$ cat config.mk
export PLATFORM = sky130hd
export DESIGN_NAME = formula_cex_enumerator
export DESIGN_NICKNAME = d
export VERILOG_FILES = /design/src/rtl/formula_cex_enumerator.sv
export SDC_FILE = /design/constraint.sdc
export NUM_CORES = 1
export LEC_CHECK = 0
export CORE_ASPECT_RATIO = 1.5
export CORE_UTILIZATION = 30
export CTS_CLUSTER_SIZE = 14
export DETAILED_ROUTE_END_ITERATION = 8
export DONT_BUFFER_PORTS = 1
export PLACE_DENSITY_LB_ADDON = 0.05
export SYNTH_ARGS = -nofsm -noshare
export SYNTH_HDL_FRONTEND = slang
export SYNTH_SLANG_ARGS = --single-unit
export TNS_END_PERCENT = 5
$ cat constraint.sdc
create_clock -name clk -period 3 [get_ports clk]
set_clock_uncertainty 0.1 [all_clocks]
set_input_delay 0.45 -clock clk [delete_from_list [all_inputs] [get_ports clk]]
set_output_delay 0.45 -clock clk [all_outputs]
set_load 0.1 [all_outputs]
$ cat src/rtl/formula_cex_enumerator.sv
// Sequential driver for a combinational formula checker: enumerates all assignments
// of the selected free inputs and stops at the first one where the formula evaluates to 0.
module formula_cex_enumerator #(
    parameter int unsigned N_IN  = 49,
    parameter int unsigned CNT_W = 32
) (
    input  logic             clk,
    input  logic             rst,
    input  logic             start,
    input  logic             abort,
    input  logic [N_IN-1:0]  fixed_val,
    input  logic [N_IN-1:0]  free_mask,
    output logic [N_IN-1:0]  formula_in,
    input  logic             formula_out,
    output logic             busy,
    output logic             done,
    output logic             found,
    output logic             aborted,
    output logic [N_IN-1:0]  cex,
    output logic [CNT_W-1:0] iters
);

    typedef enum logic [1:0] {
        S_IDLE,
        S_RUN,
        S_DONE
    } state_t;

    state_t           r_state;
    state_t           w_state_next;
    logic [N_IN-1:0]  r_mask;
    logic [N_IN-1:0]  r_fix;
    logic [N_IN-1:0]  r_sub;
    logic [N_IN-1:0]  r_formula_in;
    logic [N_IN-1:0]  r_cex;
    logic [CNT_W-1:0] r_iters;
    logic             r_found;
    logic             r_aborted;
    logic             r_done;
    logic [N_IN-1:0]  w_sub_next;
    logic             w_exhausted;
    logic             w_accept;

    // Setting the non-free bits to 1 makes the carry ripple straight through them,
    // so the increment steps to the next sub-mask in ascending order.
    assign w_sub_next  = ((r_sub | ~r_mask) + {{(N_IN-1){1'b0}}, 1'b1}) & r_mask;
    assign w_exhausted = (r_sub == r_mask);
    assign w_accept    = start && (r_state != S_RUN);

    always_ff @(posedge clk) begin
        if (rst) begin
            r_state <= S_IDLE;
        end else begin
            r_state <= w_state_next;
        end
    end

    always_comb begin
        w_state_next = r_state;
        case (r_state)
            S_IDLE, S_DONE: begin
                if (start) begin
                    w_state_next = S_RUN;
                end
            end
            S_RUN: begin
                if (abort || !formula_out || w_exhausted) begin
                    w_state_next = S_DONE;
                end
            end
            default: w_state_next = S_IDLE;
        endcase
    end

    always_comb begin
        busy = (r_state == S_RUN);
        done = r_done;
    end

    always_ff @(posedge clk) begin
        if (rst) begin
            r_mask       <= '0;
            r_fix        <= '0;
            r_sub        <= '0;
            r_formula_in <= '0;
            r_cex        <= '0;
            r_iters      <= '0;
            r_found      <= 1'b0;
            r_aborted    <= 1'b0;
            r_done       <= 1'b0;
        end else begin
            r_done <= 1'b0;
            if (w_accept) begin
                r_mask       <= free_mask;
                r_fix        <= fixed_val & ~free_mask;
                r_sub        <= '0;
                r_formula_in <= fixed_val & ~free_mask;
                r_cex        <= '0;
                r_iters      <= '0;
                r_found      <= 1'b0;
                r_aborted    <= 1'b0;
            end else if (r_state == S_RUN) begin
                if (r_iters != '1) begin
                    r_iters <= r_iters + {{(CNT_W-1){1'b0}}, 1'b1};
                end
                if (abort) begin
                    r_aborted <= 1'b1;
                    r_found   <= 1'b0;
                    r_done    <= 1'b1;
                end else if (!formula_out) begin
                    r_found <= 1'b1;
                    r_cex   <= r_formula_in;
                    r_done  <= 1'b1;
                end else if (w_exhausted) begin
                    r_done <= 1'b1;
                end else begin
                    r_sub        <= w_sub_next;
                    r_formula_in <= r_fix | w_sub_next;
                end
            end
        end
    end

    assign formula_in = r_formula_in;
    assign found      = r_found;
    assign aborted    = r_aborted;
    assign cex        = r_cex;
    assign iters      = r_iters;

endmodule
==> flow_summary_export.csv, run 1 <==
group,metric,value,unit
global_routing,grt_max_degree,134,
detailed_routing,finalWirelength,45900,um
cells_and_area,mi_logic_area,0.00668,mm2
yosys,ys_cells,1654,
status,outcome,"completed",
global_routing,globalRouteOverflowTotal,0,
critical_path,setup.worst_path.start,"r_sub[21]$_SDFFE_PP0P_",
power_and_ir_drop,clock_power_share,44.0,%
die,fp.dieW,171,um
place,hpwl_dp,31600,um
critical_path,critPathKind,"reg -> reg",
yosys,netlist_top_cells_area,"sky130_fd_sc_hd__dfxtp_1, sky130_fd_sc_hd__a21oi_1, sky130_fd_sc_hd__nand2_1, sky130_fd_sc_hd__ha_1, sky130_fd_sc_hd__nor2_1",
critical_path,crit_cells,9,
critical_path,maximum_fanout_along_the_worst_path,5,
global_routing,met1_usage,24.8,%
power_and_ir_drop,p_comb,0.00135,W
critical_path,wp_data_required,3.29,ns
yosys,unique_cell_type_count_in_the_yosys_netlist,52,
yosys,synthMostInstantiatedCell,"sky130_fd_sc_hd__dfxtp_1",
yosys,ys_async_sr_fraction,0,%
power_and_ir_drop,combinationalPowerShare,13.6,%
global_routing,global_route.peak_usage_layer,"met2",
-- run 1: sequential cells by signal (all words and copies together) (netlist names) --
name	cells
r_state	2
cex	49
r_fix	49
r_sub	49
iters	32
r_mask	49
aborted	1
formula_in	49
done	1
found	1
-- run 1: timing repair --
item                       4_1_cts  5_1_grt
resized                          0        5
hold endpoints to repair       135        0
hold buffers                    53        0
setup buffers                    0        0
setup endpoints to repair        0        5
-- run 1: per-stage QoR --
stage | util [%] | cells
final | 37.6 | 2339
after global routing | 37.6 | 2339
after CTS | 37.6 | 2339
after detailed placement | 33.5 | 2229
after global placement | 33.5 | 2229
after floorplan | - | 1654
==> run_1/registers.png <==
Drawn at 1.5 px/um. Other sequential cells in the stronger grey, the rest of the logic in the fainter grey.
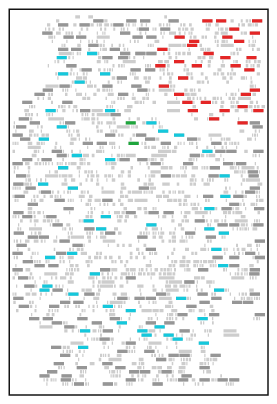
[green] r_state | flops: 2
[cyan] r_mask | flops: 49
[red] iters | flops: 32 | where: north-east
total sequential power: 0.00424 W
sequential cell area share: 35.5%
Final Util: 37.6%
Register Area: 0.00565 mm2

==> run_1/met2.png <==
Drawn at 1.5 px/um.
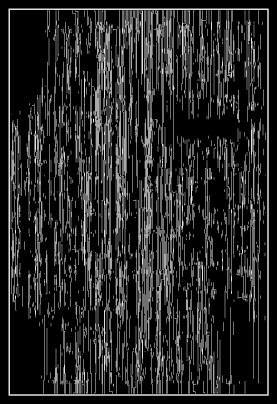
wire length on this layer: 23.0 mm
longest straight run: 94.5 um
main direction: vertical
share of all routed wire: 50%

==> run_1/drive_strength.png <==
Drawn at 2 px/um.
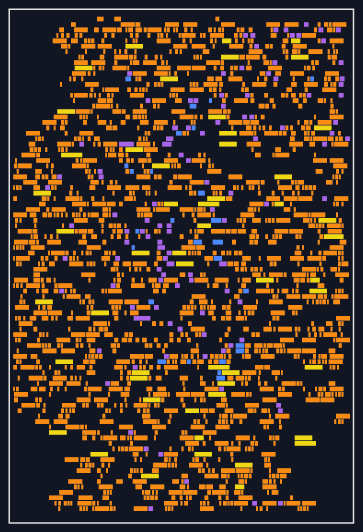
[yellow] drive 6 and up | cells: 52 | most used: clkbuf_16
[blue] drive 2 | cells: 26
[purple] drive 3 to 4 | cells: 110 | most used: buf_4
[orange] drive 1 or less | cells: 1587 | most used: dfxtp_1
fin area: 0.0159 mm2
minimum setup slack in the final design: 0.0965 ns
layout overhead on the synthesized area: 23.1%

==> run_1/final_congestion.png <==
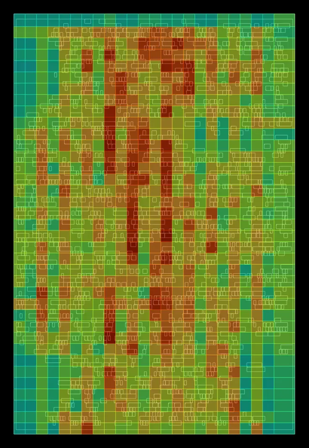
routed len/inst: 19.6 um
all-layer global routing usage: 20.8%
met2 usage in global routing: 37.2%

## Run 2: what changed since run 1
- CORE_MARGIN: not set -> 10
- PLACE_DENSITY_LB_ADDON: 0.05 -> 0.1
==> run_2/drive_strength.png <==
Drawn at 1.5 px/um.
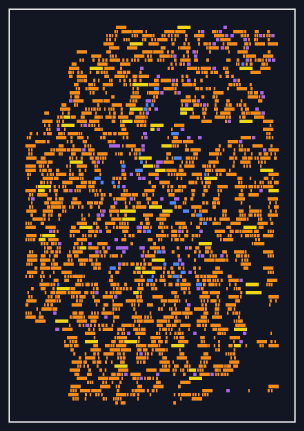
[purple] drive 3 to 4 | cells: 116 | most used: buf_4
[blue] drive 2 | cells: 33 | most used: nor4_2
[orange] drive 1 or less | cells: 1647 | most used: dfxtp_1
[yellow] drive 6 and up | cells: 50 | most used: clkbuf_16

==> flow_summary_export.csv, run 2 <==
group,metric,value,unit
power_and_ir_drop,p_seq,0.00421,W
place,hpwl_dp,33600,um
clock_network,post_cts_hold_buffer_count,112,
detailed_routing,routed_wire_length_per_instance,20.1,um
sta,final.hold.worst_slack,-0.0115,ns
critical_path,wp_data_required,3.33,ns
cells_and_area,finalInstanceArea,0.0165,mm2
global_routing,global_route.usage.total,17.6,%
die,rows,93,
global_routing,grt_max_degree,151,
yosys,enable_flop_cells,0,
place,dp_cells,2243,
clock_network,cts.repair.resized,3,
power_and_ir_drop,clock_power_share,41.1,%
cells_and_area,flow.area_growth_from_synthesis,27.8,%
sta,layout_setup_ws,0.115,ns
yosys,synthMostInstantiatedCell,"sky130_fd_sc_hd__dfxtp_1",
clock_network,cts.repair_timing.setup_buffer_count,0,
status,violations,"negative hold slack",
critical_path,critPathKind,"reg -> reg",
cells_and_area,finish.cell_count_without_fillers,2417,
die,fp.dieW,189,um
critical_path,critical_path.startpoint_type,"flop",
yosys,ys_async_sr_fraction,0,%
global_routing,globalRouteOverflowTotal,0,
yosys,yosysWarningCount,0,
yosys,yosys-dominant-comb-family,"simple AND/OR/NAND/NOR gates",
yosys,ys_cells,1654,
critical_path,maximum_fanout_along_the_worst_path,6,
yosys,netlist_top_cells_area,"sky130_fd_sc_hd__dfxtp_1, sky130_fd_sc_hd__a21oi_1, sky130_fd_sc_hd__nand2_1, sky130_fd_sc_hd__ha_1, sky130_fd_sc_hd__nor2_1",
status,outcome,"complete, but fails checks",
sta,hold_viol_final,3,
place,pre_cts_ws,-0.0460,ns
yosys,synth_simple_gate_area_share,26.4,%
power_and_ir_drop,combinationalPowerShare,15.0,%
power_and_ir_drop,p_comb,0.00143,W
detailed_routing,finalWirelength,48600,um
cells_and_area,post-route-util,38.6,%
yosys,unique_cell_type_count_in_the_yosys_netlist,52,
==> run 2: cell count changes in the layout (fill, tap and decap cells not counted), sizes merged <==
cell,before,now
clkbuf,50,45
dlygate4sd3,52,116
diode,0,1
clkinv,3,6
inv,80,81
bufinv,4,3
nor2,152,153
buf,107,115
==> run 2: metal layers <==
layer	global-route usage, %	up-vias	wire length (um)
li1	-	6080	-
met1	20.2	5916	19500
met2	32.5	251	25300
met3	3.45	56	2830
met4	4.71	0	990
met5	0	-	0
==> run 2: cell type report <==
| class | count | area [um2] |
|---|---|---|
| antenna | 1 | 2.50 |
| clock inverter | 10 | 133 |
| multi-input combinational | 1198 | 6710 |
| sequential | 282 | 5650 |
| timing repair buffer | 231 | 2110 |
| tap | 570 | 713 |
| fill | 4587 | 26300 |
| clock buffer | 45 | 898 |
| inverter | 80 | 300 |
No activity file was given, so power comes from the tool's default toggle rates.
